==> run_1/floorplan.png <==
Drawn at 4 px/µm. Pins as bars on the die edge. Tap cells in grey.
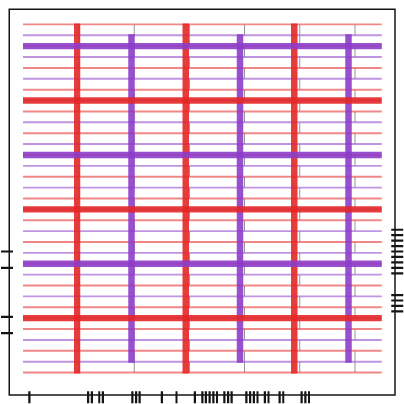
==> run_1/class_map.png <==
Drawn at 4 px/µm. Fill, decap, tap and diode cells in grey.
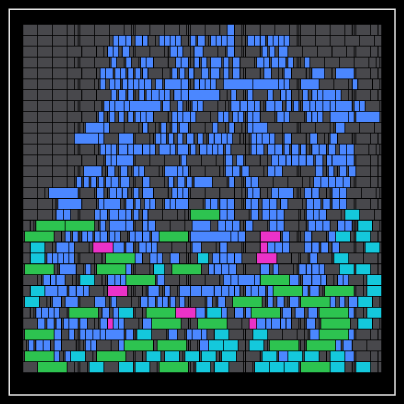
==> run_1/clock_wires.png <==
Drawn at 4 px/µm.
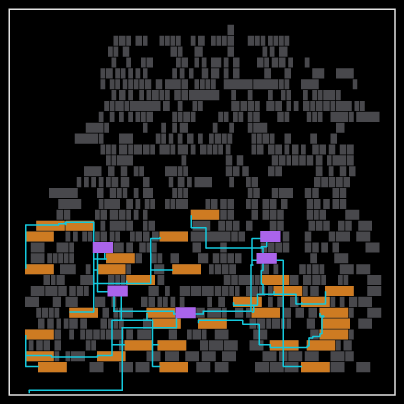
==> run_1/layers.png <==
Drawn at 4 px/µm.
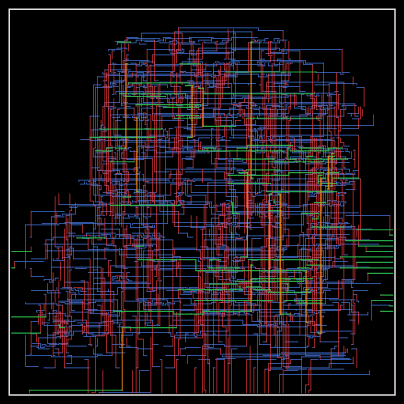
File: src/rtl/mux16_rr_arbiter.sv
// Round-robin arbiter and registered select sequencer for the shared 16-to-1 mux.
// Define MUXARB_HOLD_LIMIT_EN to force rotation after MAX_HOLD cycles of contended ownership.
module mux16_rr_arbiter #(
  parameter int unsigned MAX_HOLD = 8,
  parameter int unsigned CNT_W    = 8
) (
  input  logic             clk,
  input  logic             rst_n,
  input  logic [0:15]      req,
  output logic [0:3]       sel,
  output logic [0:15]      grant,
  output logic             valid,
  output logic [CNT_W-1:0] hold_cnt
);

  if (MAX_HOLD < 2 || MAX_HOLD > 255 || (64'd1 << CNT_W) <= 64'(MAX_HOLD)) begin : g_param_check
    $error("mux16_rr_arbiter: illegal MAX_HOLD/CNT_W combination");
  end

  typedef enum logic [0:0] {StIdle, StGrant} state_e;

  state_e           state_q, state_d;
  logic [3:0]       sel_q, sel_d;
  logic [0:15]      grant_q, grant_d;
  logic [3:0]       ptr_q, ptr_d;
  logic [CNT_W-1:0] hold_cnt_q, hold_cnt_d;

  logic [0:15]      cand;
  logic [3:0]       idx;
  logic [3:0]       win;
  logic             found;
  logic [CNT_W-1:0] hold_inc;

  function automatic logic [0:15] onehot(input logic [3:0] i);
    logic [0:15] v;
    v    = '0;
    v[i] = 1'b1;
    return v;
  endfunction

  // Masking with the current grant excludes the owner on release/rotation; grant is 0 in idle.
  always_comb begin
    cand  = req & ~grant_q;
    found = 1'b0;
    win   = '0;
    idx   = '0;
    for (int k = 0; k < 16; k++) begin
      idx = ptr_q + 4'(k);
      if (!found && cand[idx]) begin
        found = 1'b1;
        win   = idx;
      end
    end
  end

  assign hold_inc = (hold_cnt_q == {CNT_W{1'b1}}) ? hold_cnt_q : hold_cnt_q + CNT_W'(1);

  always_comb begin
    state_d    = state_q;
    sel_d      = sel_q;
    grant_d    = grant_q;
    ptr_d      = ptr_q;
    hold_cnt_d = hold_cnt_q;
    unique case (state_q)
      StIdle: begin
        if (found) begin
          state_d    = StGrant;
          sel_d      = win;
          grant_d    = onehot(win);
          ptr_d      = win + 4'd1;
          hold_cnt_d = '0;
        end
      end
      StGrant: begin
        if (!req[sel_q]) begin
          if (found) begin
            sel_d      = win;
            grant_d    = onehot(win);
            ptr_d      = win + 4'd1;
            hold_cnt_d = '0;
          end else begin
            state_d    = StIdle;
            grant_d    = '0;
            hold_cnt_d = '0;
          end
        end else begin
`ifdef MUXARB_HOLD_LIMIT_EN
          if (hold_cnt_q == CNT_W'(MAX_HOLD - 1)) begin
            hold_cnt_d = '0;
            if (found) begin
              sel_d   = win;
              grant_d = onehot(win);
              ptr_d   = win + 4'd1;
            end
          end else begin
            hold_cnt_d = hold_inc;
          end
`else
          hold_cnt_d = hold_inc;
`endif
        end
      end
      default: state_d = StIdle;
    endcase
  end

  always_ff @(posedge clk) begin
    if (!rst_n) begin
      state_q    <= StIdle;
      sel_q      <= '0;
      grant_q    <= '0;
      ptr_q      <= '0;
      hold_cnt_q <= '0;
    end else begin
      state_q    <= state_d;
      sel_q      <= sel_d;
      grant_q    <= grant_d;
      ptr_q      <= ptr_d;
      hold_cnt_q <= hold_cnt_d;
    end
  end

  assign sel      = sel_q;
  assign grant    = grant_q;
  assign valid    = |grant_q;
  assign hold_cnt = hold_cnt_q;

endmodule

File: config.mk
export PLATFORM = sky130hd
export DESIGN_NAME = mux16_rr_arbiter
export DESIGN_NICKNAME = d
export VERILOG_FILES = /design/src/rtl/mux16_rr_arbiter.sv
export SDC_FILE = /design/constraint.sdc
export NUM_CORES = 1
export LEC_CHECK = 0
export ABC_AREA = 1
export CAP_MARGIN = 5
export CELL_PAD_IN_SITES_DETAIL_PLACEMENT = 0
export CELL_PAD_IN_SITES_GLOBAL_PLACEMENT = 1
export CORE_MARGIN = 3
export CORE_UTILIZATION = 42
export CTS_CLUSTER_DIAMETER = 40
export DETAILED_ROUTE_END_ITERATION = 12
export PLACE_DENSITY = 0.92
export SETUP_SLACK_MARGIN = 0.02
export SLEW_MARGIN = 20
export SYNTH_ARGS = -nofsm -noshare
export SYNTH_HDL_FRONTEND = slang
export SYNTH_SLANG_ARGS = --single-unit
File: constraint.sdc
create_clock -name clk -period 6.7 [get_ports clk]
set_input_delay 2.01 -clock clk [delete_from_list [all_inputs] [get_ports clk]]
set_output_delay 2.01 -clock clk [all_outputs]
set_load 0.02 [all_outputs]
==> reports/results.tsv, run 1 <==
metric	value	unit
run_status	complete, no violations	
r2r_cells	22	
pwr-share-comb	0.816	
p_leak	1.80	nW
drtIter0Drc	398	
cp_common_cell	nand3_1	
syn_inst	570	
hold_end	hold_cnt[0]	
grt_setup_unrepaired	false	
cts_resized	0	
drc_errors	0	
hpwl	9170	µm
synthesis.nets	596	
ys_cells	570	
slew_viol_final	0	
final_nets	638	
critical_path_class	in -> reg	
tritoncts	built	
cts_setup_buffers	0	
endpoint_kind	flop	
seqPwrFrac	0.122	
grt.overflow.total	0	
cts_buffers	5	
clock_sinks	33	
regArea	661	µm²
avgSynthCellArea	5.98	µm²
drtAntennaViolNets	0	
layout.area.comb	2370	µm²
intPower	0.887	mW
clockBufferDepth	2	
p_per_area	596	nW/µm²
io_pins	47	
worst_ep_required_time	6.89	ns
grt_pass1_wl	18900	µm
holdCritStartpoint	hold_cnt[0]	
hold_buffers	0	
hp-class	reg -> reg	
fillerInstances	810	
sw_frac_of_total	0.629	
r2r_end	ptr_q[1]	
synth-edff-count	0	
ys_chip_area	3410	µm²
syn2layout_area_growth	17.8	%
floorplan.core_util	0.437	
regToRegSetupSlack	1.96	ns
grt_max_degree	25	
grt_pass1_vias	3839	
crit_chain	clkdlybuf4s50_1, nand3_1, nand3_1, nand3_1, nand3_1, nand2_2, nand3_4, nor2_8, nand3_1, nor2_1, nand2_1, inv_1, nand2_1, o21ai_0, nand3_1, nor2_1, nand4_1, o21bai_1, nand3_1, and3_1	
htree_levels	2	
placed_area	3930	µm²
drive_gt1_frac	0.0783	
slowest_stage	clkdlybuf4s50_1	
max_slew_margin	0.476	
max_stage_delay	0.47	ns
r2r-start	ptr_q[1]	
antenna_found_initial	0	
dr.pass1.iters	6	
synth.yosys.seq_area_share	0.194	
viasPerCell	5.78	
root_buffer	clkbuf_8	
place_congestion	0.943	
fin_crit	4.98	ns
top_area_frac	0.200	
cp-start-kind	input port	
tns	0	ns
ys_ff	33	
async_reset_ff_frac	0	
syn_area	3410	µm²
yosys.cell_types.count	45	
cp.arrival	5.17	ns
period_used_share	0.743	
warnings	31	
worstMarginPinSlew	0.778	ns
power.switching	1.51	mW
max_clock_freq	201	MHz
numPortBuffers	46	
synth_area_leader_cell	nand3_1	
yosys_warnings	0	
hold_violations	0	
worst-path-max-fanout	8	
setup_viol	0	
maxCapViolations	0	
flop_cell	dfxtp_1	
top_cells_by_area	nand3_1 20%, dfxtp_1 19%, nand2_1 12%	
die-area	9230	µm²
min_path_cells	2	
antenna_cells	0	
clk_pin_slew	0.07	ns
About floorplan.png:
Key: red = VSS; purple = VDD
33 met1 rails follow the rows. 6 straps on met4.
Die W: 96.1 µm
Core ar.: 7810 µm²
Die Height: 96.1 µm
worst vdd ir: 0.000264 V

About class_map.png:
Key: green = sequential cells [cells 33]; cyan = remaining buffers and delay cells [cells 48]; blue = remaining logic cells [cells 524]; magenta = clock drivers and dummy loads [cells 8]
# rows: 32
final core utilization: 0.514
fin area: 4020 µm²

About clock_wires.png:
Key: purple = clock-net drivers [count 5]; orange = flip-flops [count 33]; cyan = clock wires [length 477 µm]
There are 6 routed clock nets.
Clk power: 0.149 mW
clock power share: 0.062
Final Skew: 0.00699 ns
worst skew pair latency: 0.29 ns

About layers.png:
Key: green = M3 [wire length 834 µm]; red = M2 [wire length 5330 µm]; blue = M1 [wire length 5170 µm]; orange = M4 [wire length 266 µm]
GRT Util Overall: 0.264
final WL: 11600 µm
vias after detailed routing: 4133
drt wl/cell: 16.2 µm

-- run 1: sequential cells by signal, summed over array words and instances, names as in the netlist --
name      count
grant        16
hold_cnt      8
ptr_q         4
sel           4
state_q       1
-- run 1: cell families (layout without fill, tap and decap cells) --
| kind of cell | after synthesis | after routing | synth area share |
|---|---|---|---|
| adder cells (fa/ha/maj) | 8 | 8 | 0.0294 |
| AND-OR/OR-AND | 75 | 75 | 0.133 |
| AND/OR/NAND/NOR | 354 | 354 | 0.505 |
| XOR/XNOR | 7 | 7 | 0.0279 |
| buffers and inverters | 93 | 136 | 0.111 |
| flip-flops | 33 | 33 | 0.194 |
-- run 1: cell type report --
class                   instances  share of cell area
multi-input cells             444               0.590
repair buffers                 48               0.118
clock buffers                   6              0.0181
well taps                     102              0.0318
clock inverters                 2             0.00249
inverters                      80              0.0748
flip-flops and latches         33               0.165
-- run 1: per-layer routing --
layer  routed length [µm]  global-route usage  vias to the layer above
met3                  833              0.0414                       28
met4                  265              0.0794                        0
met1                 5170               0.365                     1922
met5                    0                   0                        -
li1                     -                   -                     2001
met2                 5330               0.420                      182
-- run 1: cells in the final DEF (no fill, tap or decap), types with 8 or more instances in the layout --
cell / n
dfxtp_1: 33
ha_1: 8
nor2_1: 58
o21ai_1: 8
o22ai_1: 19
a21oi_1: 18
inv_2: 10
clkdlybuf4s50_1: 46
nor3_1: 10
nand3_1: 136
inv_1: 69
nand4_1: 9
nand2_1: 112
o21ai_0: 16
-- run 1: worst max-delay path by stage --
stage / startpoint / depth (start not counted) / end
after floorplan: req[5] / 22 / hold_cnt[5]
after global placement: req[5] / 20 / ptr_q[1]
after detailed placement: req[5] / 20 / ptr_q[1]
after CTS: req[1] / 20 / ptr_q[1]
after global routing: req[11] / 20 / ptr_q[1]
final: req[0] / 20 / ptr_q[1]
-- run 1: synthesized netlist by cell type, types with 6 or more instances --
master / instances
nand2_1: 112
inv_1: 69
nand3_1: 136
buf_2: 6
nor3_1: 10
o22ai_1: 19
a21oi_1: 18
nand4_1: 9
nor2_1: 58
dfxtp_1: 33
o21ai_0: 16
ha_1: 8
inv_2: 10
o21ai_1: 8
-- run 1: worst max-delay path, delay by kind of cell --
family	cells	cell delay, ns
simple gates	16	2.19
buf+inv	2	0.55
compound gates	2	0.41
-- run 1: stage by stage --
stage	instances	hold WS, ns	power (mW)	setup WS [ns]
3_3_place_gp	707	0.491	2.20	1.45
2_1_floorplan	570	0.487	1.70	2.42
3_5_place_dp	707	0.504	2.21	1.44
4_1_cts	715	0.516	2.36	1.75
5_1_grt	715	0.545	2.64	1.37
6_report	715	0.510	2.39	1.72
-- run 1: power groups by stage --
stage                     clock network, mW  logic, mW  registers [mW]
after global placement                    0       1.90           0.294
after global routing                  0.160       2.18           0.297
final                                 0.149       1.95           0.291
after floorplan                           0       1.39           0.309
after detailed placement                  0       1.91           0.294
after CTS                             0.149       1.92           0.290
==> run_1/congestion_map.png <==
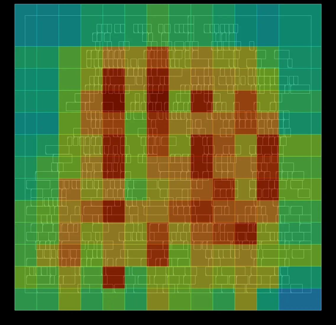

==> run 2: changes to the inputs <==
--- a/config.mk
+++ b/config.mk
@@ -10,10 +10,10 @@
 export CELL_PAD_IN_SITES_DETAIL_PLACEMENT = 0
 export CELL_PAD_IN_SITES_GLOBAL_PLACEMENT = 1
 export CORE_MARGIN = 3
-export CORE_UTILIZATION = 42
+export CORE_UTILIZATION = 35
 export CTS_CLUSTER_DIAMETER = 40
 export DETAILED_ROUTE_END_ITERATION = 12
-export PLACE_DENSITY = 0.92
+export PLACE_DENSITY = 0.82
 export SETUP_SLACK_MARGIN = 0.02
 export SLEW_MARGIN = 20
 export SYNTH_ARGS = -nofsm -noshare
==> constraint.sdc (replaced) <==
create_clock -name clk -period 4.2 [get_ports clk]
set_input_delay 1.26 -clock clk [delete_from_list [all_inputs] [get_ports clk]]
set_output_delay 1.26 -clock clk [all_outputs]
set_load 0.02 [all_outputs]
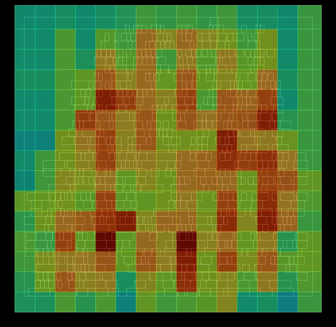
(run_2/congestion_map.png)
met2 Use GR: 0.382
Most Crowded Layer GR: met2
GRT Util Overall: 0.227
routing usage on met1: 0.309

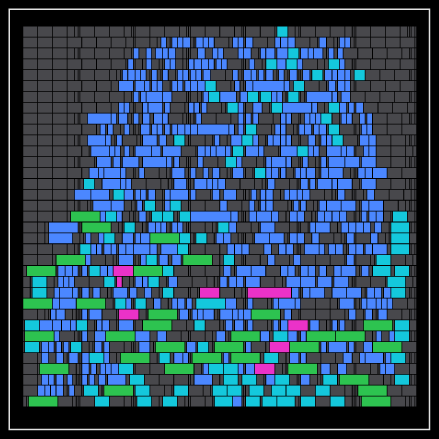
(run_2/class_map.png)
Drawn at 4 px/µm. Fill, decap, tap and diode cells in grey.
Key: green = sequential cells [cells 33]; magenta = clock drivers and dummy loads [cells 8]; blue = remaining logic cells [cells 524]; cyan = remaining buffers and delay cells [cells 102]
flop share of the area: 0.138
# rows: 35
Core ar.: 9370 µm²
fin area: 4770 µm²

==> reports/results.tsv, run 2 <==
metric	value	unit	change
setup_viol	0		unchanged
syn2layout_area_growth	40.0	%	
fin_crit	3.96	ns	
drt_wl_total	12700	µm	+9.1%
placed_area	4350	µm²	+11%
grt_max_degree	20		-20%
syn_area	3410	µm²	unchanged
ir_worst_vdd	0.000369	V	+40%
routed-via-count	4189		+1.4%
max_clock_freq	253	MHz	
synth_area_leader_cell	nand3_1		
grt_pass1_vias	4020		+4.7%
antenna_cells	0		unchanged
drtIter0Drc	258		-35%
worst-path-max-fanout	5		-3
place_congestion	0.924		-2.1%
lay_top_count	nand2_1		
final_nets	692		+8.5%
numPortBuffers	46		unchanged
run_status	complete, no violations		
fillerInstances	995		+23%
warnings	31		unchanged
grt_setup_unrepaired	false		
syn_inst	570		unchanged
fin_skew	0.0101	ns	+0.00314 ns
antenna_found_initial	0		unchanged
drtAntennaViolNets	0		unchanged
wl_per_cell	15.9	µm	-2.0%
ys_ff	33		unchanged
top_cells_by_area	nand3_1 20%, dfxtp_1 19%, nand2_1 12%		
r2r_end	grant[10]		
cp_common_cell	nand2_1		
die_w	105	µm	+9.0%
final_cell_count_no_fill	796		+11%
cp.arrival	4.16	ns	-1.01 ns
hold_end	hold_cnt[3]		
cp-start-kind	input port		
yosys_warnings	0		unchanged
r2r-start	ptr_q[1]		
min_path_cells	2		unchanged
drive_gt1_frac	0.232		+0.154
slowest_stage	clkdlybuf4s50_1		
htree_levels	2		unchanged
hp-class	reg -> reg		
p_leak	2.23	nW	+24%
critical_path_class	in -> reg		
flop_cell	dfxtp_1		
maxCapViolations	0		unchanged
hold_violations	0		unchanged
drc_errors	0		unchanged
common_cells	136 x nand3_1, 112 x nand2_1, 69 x inv_1		
slew_viol_final	0		unchanged
hpwl	10100	µm	+10%
synth-edff-count	0		unchanged
p_per_area	1020	nW/µm²	+71%
utilization	0.509		-0.00518
ys_cells	570		unchanged
async_reset_ff_frac	0		unchanged
floorplan.core_util	0.364		-0.0729
r2r_cells	26		+18%
worstMarginPinSlew	0.635	ns	-0.144 ns
hold_buffers	0		unchanged
grt_pass1_wl	20300	µm	+7.5%
critical_path.top_delay_family	simple AND/OR/NAND/NOR gates		
p_total	4.85	mW	+100%
ys_chip_area	3410	µm²	unchanged
clockBufferDepth	2		unchanged
clk_pin_slew	0.07	ns	about the same
worst_ep_required_time	4.40	ns	-2.49 ns
yosys.cell_types.count	45		unchanged
holdCritStartpoint	hold_cnt[3]		
tritoncts	built		
critical_path_buf_inv_count	6		+4
top_cell	nand3_1		
period_used_share	0.942		
max_stage_delay	0.52	ns	+0.05 ns
endpoint_kind	flop		
largest_reg_flops	16		unchanged
regToRegSetupSlack	0.43	ns	-1.53 ns
top_area_frac	0.200		unchanged
viasPerCell	5.26		-9.0%
synth.yosys.seq_area_share	0.194		unchanged
crit_chain	clkdlybuf4s50_1, nand3_1, nand3_1, nand2_1, o21ai_2, nand2_2, nand2_4, nor2_8, buf_4, nand2_1, buf_4, o22ai_1, nor2_1, nand2_1, nor2_1, nand2_1, inv_1, nand3_1, nand2_2, buf_4, nand2_1, nor2_1, inv_2, o22ai_1		
clock_sinks	33		unchanged
die_y	105	µm	+9.0%
io_pins	47		unchanged
cts_buffers	5		unchanged
grt.overflow.total	0		unchanged
dpl.cell_count	784		+11%
dr.pass1.iters	5		-1
avgSynthCellArea	5.98	µm²	unchanged
final_cell_mix	106 x nand2_1, 102 x nand3_1, 68 x inv_1, 55 x buf_4, 53 x nor2_1		
max_slew_margin	0.576		+0.101
clock_latency	0.29	ns	about the same
synthesis.nets	596		unchanged
root_buffer	clkbuf_8		
die-area	11000	µm²	+19%
-- run 2: cells by family (layout without fill, tap and decap cells) --
family | after synthesis | after routing | share of synthesized area
flops | 33 | 33 | 0.194
fa+ha+maj | 8 | 8 | 0.0294
simple gates | 354 | 354 | 0.505
compound gates | 75 | 75 | 0.133
xor+xnor | 7 | 7 | 0.0279
buf+inv | 93 | 190 | 0.111
-- run 2: power by group --
part	total, mW	internal [mW]	switching, mW
combinational	4.08	1.56	2.52
clock	0.314	0.194	0.120
sequential	0.455	0.380	0.0745
total	4.85	2.13	2.71
-- run 2: per-stage QoR --
step | TNS, ns | hold WS (ns) | setup slack (ns)
floorplan | 0 | 0.487 | 0.657
global placement | -2.42 | 0.493 | -0.177
detailed placement | -3.37 | 0.496 | -0.199
CTS | 0 | 0.508 | 0.0994
global route | 0 | 0.535 | 0.0246
finish | 0 | 0.507 | 0.242
-- run 2: per-layer routing --
metal	wire length (µm)	vias to the layer above	GRT usage
li1	-	2117	-
met1	5880	1946	0.309
met2	5960	108	0.382
met3	611	18	0.0358
met4	199	0	0.0459
met5	0	-	0
-- run 2: repair_timing --
action	in CTS	in global routing
setup endpoints to repair	0	27
gates resized	0	65
buffers inserted	0	4
-- run 2: how the worst max path moves through the flow --
stage               startpoint          end  slack [ns]  cells past startpoint
floorplan             ptr_q[1]  hold_cnt[5]        0.66                     26
global placement        req[9]    grant[15]       -0.18                     19
detailed placement      req[9]    grant[12]       -0.20                     19
CTS                     req[9]    grant[12]         0.1                     19
global route           req[12]     ptr_q[3]        0.02                     24
finish                 req[12]    grant[10]        0.24                     24
-- run 2: area by class of cell --
type                            instances  area (µm²)  share of cell area
Multi-Input combinational cell        444        2620               0.549
Inverter                               80         300              0.0629
Sequential cell                        33         661               0.138
Clock inverter                          1        30.0             0.00629
Clock buffer                            7        86.3              0.0181
Timing Repair Buffer                  102         911               0.191
Tap cell                              129         161              0.0338
-- run 2: worst min-delay path, delay by kind of cell (launching register included) --
kind,cells,cell delay (ns)
flip-flops,1,0.34
buffers and inverters,1,0.07
AND-OR/OR-AND,1,0.05
==> run_2/floorplan.png <==
Drawn at 4 px/µm. Pins as bars on the die edge. Tap cells in grey.
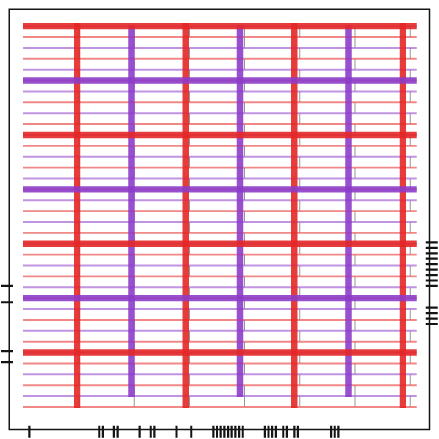

==> run 3: changes to the inputs <==
--- a/config.mk
+++ b/config.mk
@@ -13,9 +13,8 @@
 export CORE_UTILIZATION = 35
 export CTS_CLUSTER_DIAMETER = 40
 export DETAILED_ROUTE_END_ITERATION = 12
-export PLACE_DENSITY = 0.82
+export PLACE_DENSITY = 0.76
 export SETUP_SLACK_MARGIN = 0.02
-export SLEW_MARGIN = 20
 export SYNTH_ARGS = -nofsm -noshare
 export SYNTH_HDL_FRONTEND = slang
 export SYNTH_SLANG_ARGS = --single-unit
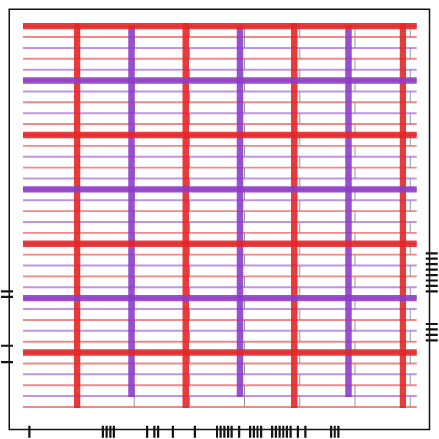
(run_3/floorplan.png)
Drawn at 4 px/µm. Pins as bars on the die edge. Tap cells in grey.
Key: purple = VDD; red = VSS
7 straps on met4. 47 signal pins sit on the boundary. The core has 35 rows.
Die Height: 105 µm
worst vdd ir: 0.000393 V
Die W: 105 µm

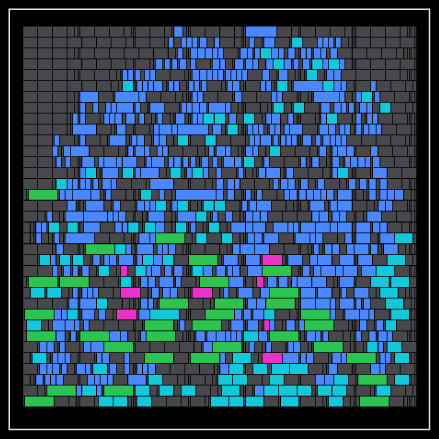
(run_3/class_map.png)
Drawn at 4 px/µm. Fill, decap, tap and diode cells in grey.
Key: blue = remaining logic cells [cells 524]; green = sequential cells [cells 33]; cyan = remaining buffers and delay cells [cells 104]; magenta = clock drivers and dummy loads [cells 8]
fin area: 4790 µm²
final core utilization: 0.511

==> reports/results.tsv, run 3 <==
metric	value	unit	change
yosys_warnings	0		unchanged
common_cells	136 x nand3_1, 112 x nand2_1, 69 x inv_1		
final_cell_count_no_fill	798		+0.25%
critical_path_class	in -> reg		
tritoncts	built		
clk_pin_slew	0.07	ns	about the same
clock_latency	0.28	ns	about the same
use_met1	0.325		+0.0152
aoi_share	0.133		unchanged
worst_ep_required_time	4.36	ns	-0.04 ns
sw_frac_of_total	0.578		+0.0182
critical_path_buf_inv_count	5		-1
async_reset_ff_frac	0		unchanged
final_cell_mix	105 x nand2_1, 93 x nand3_1, 69 x inv_1, 57 x buf_4, 54 x nor2_1		
grt_setup_unrepaired	false		
worst-path-max-fanout	6		+1
antenna_found_initial	0		unchanged
p_per_area	982	nW/µm²	-3.4%
syn_area	3410	µm²	unchanged
synth.yosys.seq_area_share	0.194		unchanged
p_total	4.71	mW	-2.9%
top_logic_kind	simple AND/OR/NAND/NOR gates		
syn2layout_area_growth	40.6	%	
pwr-share-comb	0.854		+0.012
warnings	31		unchanged
dpl.cell_count	790		+0.77%
fin_skew	0.00599	ns	-0.00414 ns
avgSynthCellArea	5.98	µm²	unchanged
critical_path.top_delay_family	simple AND/OR/NAND/NOR gates		
antenna_cells	0		unchanged
cp.arrival	3.87	ns	-0.29 ns
floorplan.core_util	0.364		unchanged
p_clk_frac	0.050		-0.015
ys_sh_mux	0		unchanged
top_cells_by_area	nand3_1 20%, dfxtp_1 19%, nand2_1 12%		
endpoint_kind	flop		
grtUsageTotal	0.238		+0.0101
hp-class	reg -> reg		
intPower	1.99	mW	-6.9%
drc_errors	0		unchanged
ys_sh_xor	0.0279		unchanged
flop_cell	dfxtp_1		
fa_ha_area_frac	0.0294		unchanged
io_pins	47		unchanged
synthesis.nets	596		unchanged
htree_levels	2		unchanged
routed-via-count	4248		+1.4%
top_area_frac	0.200		unchanged
ys_cells	570		unchanged
grt_pass1_wl	21000	µm	+3.5%
cts_setup_buffers	0		unchanged
hold_violations	0		unchanged
grt.overflow.total	0		unchanged
numPortBuffers	46		unchanged
ys_ff	33		unchanged
run_status	complete, no violations		
clock_sinks	33		unchanged
max_slew_margin	0.579		+0.00267
period_used_share	0.884		-0.0582
final_nets	694		+0.29%
ys_chip_area	3410	µm²	unchanged
cts_buffers	5		unchanged
maxCapViolations	0		unchanged
final.setup.worst_slack	0.487	ns	+0.244 ns
max_clock_freq	269	MHz	+6.6%
simple_gate_area_frac	0.505		unchanged
syn_inst	570		unchanged
largest_reg_flops	16		unchanged
dr.pass1.iters	6		+1
hold_ws	0.497	ns	-0.0103 ns
lay_top_count	nand2_1		
synth_area_leader_cell	nand3_1		
dp_slack	-0.209	ns	-0.00982 ns
drtIter0Drc	297		+15%
top_cell	nand3_1		
grt_pass1_vias	4089		+1.7%
slew_viol_final	0		unchanged
wl_per_cell	16.3	µm	+2.6%
p_leak	2.31	nW	+3.6%
cp_common_cell	nand3_1		
worstMarginPinSlew	0.626	ns	-0.00848 ns
hpwl	10600	µm	+4.8%
rows	35		unchanged
yosys.cell_types.count	45		unchanged
slowest_stage	buf_4		
max_stage_delay	0.18	ns	-0.34 ns
drt_wl_total	13000	µm	+2.8%
grt_max_degree	20		unchanged
hold_buffers	0		unchanged
fin_crit	3.71	ns	-0.244 ns
clockBufferDepth	2		unchanged
cts_resized	0		unchanged
seqPwrFrac	0.096		+0.002
core	9370	µm²	unchanged
run 3: cell counts after synthesis:
Identical to the previous run, type by type.
run 3: layer usage:
layer | part of all wire | vias to the layer above
met5 | 0 | -
met4 | 0.020 | 0
met3 | 0.079 | 23
met2 | 0.46 | 159
met1 | 0.44 | 1941
li1 | - | 2125
run 3: path summary, 6_finish.rpt:
| kind | endpoint | slack (ns) | start | depth (start not counted) |
|---|---|---|---|---|
| setup / recovery | grant[2] | 0.49 | req[6] | 23 |
| hold reg to reg | hold_cnt[0] | 0.50 | hold_cnt[0] | 2 |
| hold / removal | hold_cnt[0] | 0.50 | hold_cnt[0] | 2 |
| setup reg to reg | grant[2] | 0.49 | ptr_q[1] | 24 |
run 3: power groups by stage:
| stage | clock, mW | sequential [mW] | combinational, mW |
|---|---|---|---|
| floorplan | 0 | 0.493 | 2.22 |
| global placement | 0 | 0.456 | 3.74 |
| detailed placement | 0 | 0.457 | 3.75 |
| CTS | 0.239 | 0.450 | 3.77 |
| global route | 0.253 | 0.460 | 4.38 |
| finish | 0.233 | 0.453 | 4.02 |
run 3: logic make-up after synthesis:
group                      count (synthesis)
and+or+nand+nor                          354
AOI/OAI and AO/OA                         75
xor gates and xnor gates                   7
buffers and inverters                     93
DFF                                       33
adders and majority gates                  8
run 3: layout make-up:
| class | instances | area (µm²) |
|---|---|---|
| inverters | 80 | 300 |
| clock inverters | 2 | 10.0 |
| well taps | 129 | 161 |
| fillers | 998 | 4580 |
| flip-flops and latches | 33 | 661 |
| repair buffers | 104 | 948 |
| clock buffers | 6 | 72.6 |
| multi-input cells | 444 | 2640 |
run 3: stage by stage:
step | util | setup TNS [ns] | area (µm²)
2_1_floorplan | - | 0 | 3410
3_3_place_gp | 0.469 | -2.94 | 4400
3_5_place_dp | 0.469 | -3.33 | 4400
4_1_cts | 0.478 | 0 | 4480
5_1_grt | 0.511 | 0 | 4790
6_report | 0.511 | 0 | 4790
run 3: worst min-delay path, cell delays in order (launching register included):
cell	delay [ns]
dfxtp_1	0.33
nand2_1	0.07
a21oi_1	0.05
Power and IR drop assume default switching activity.
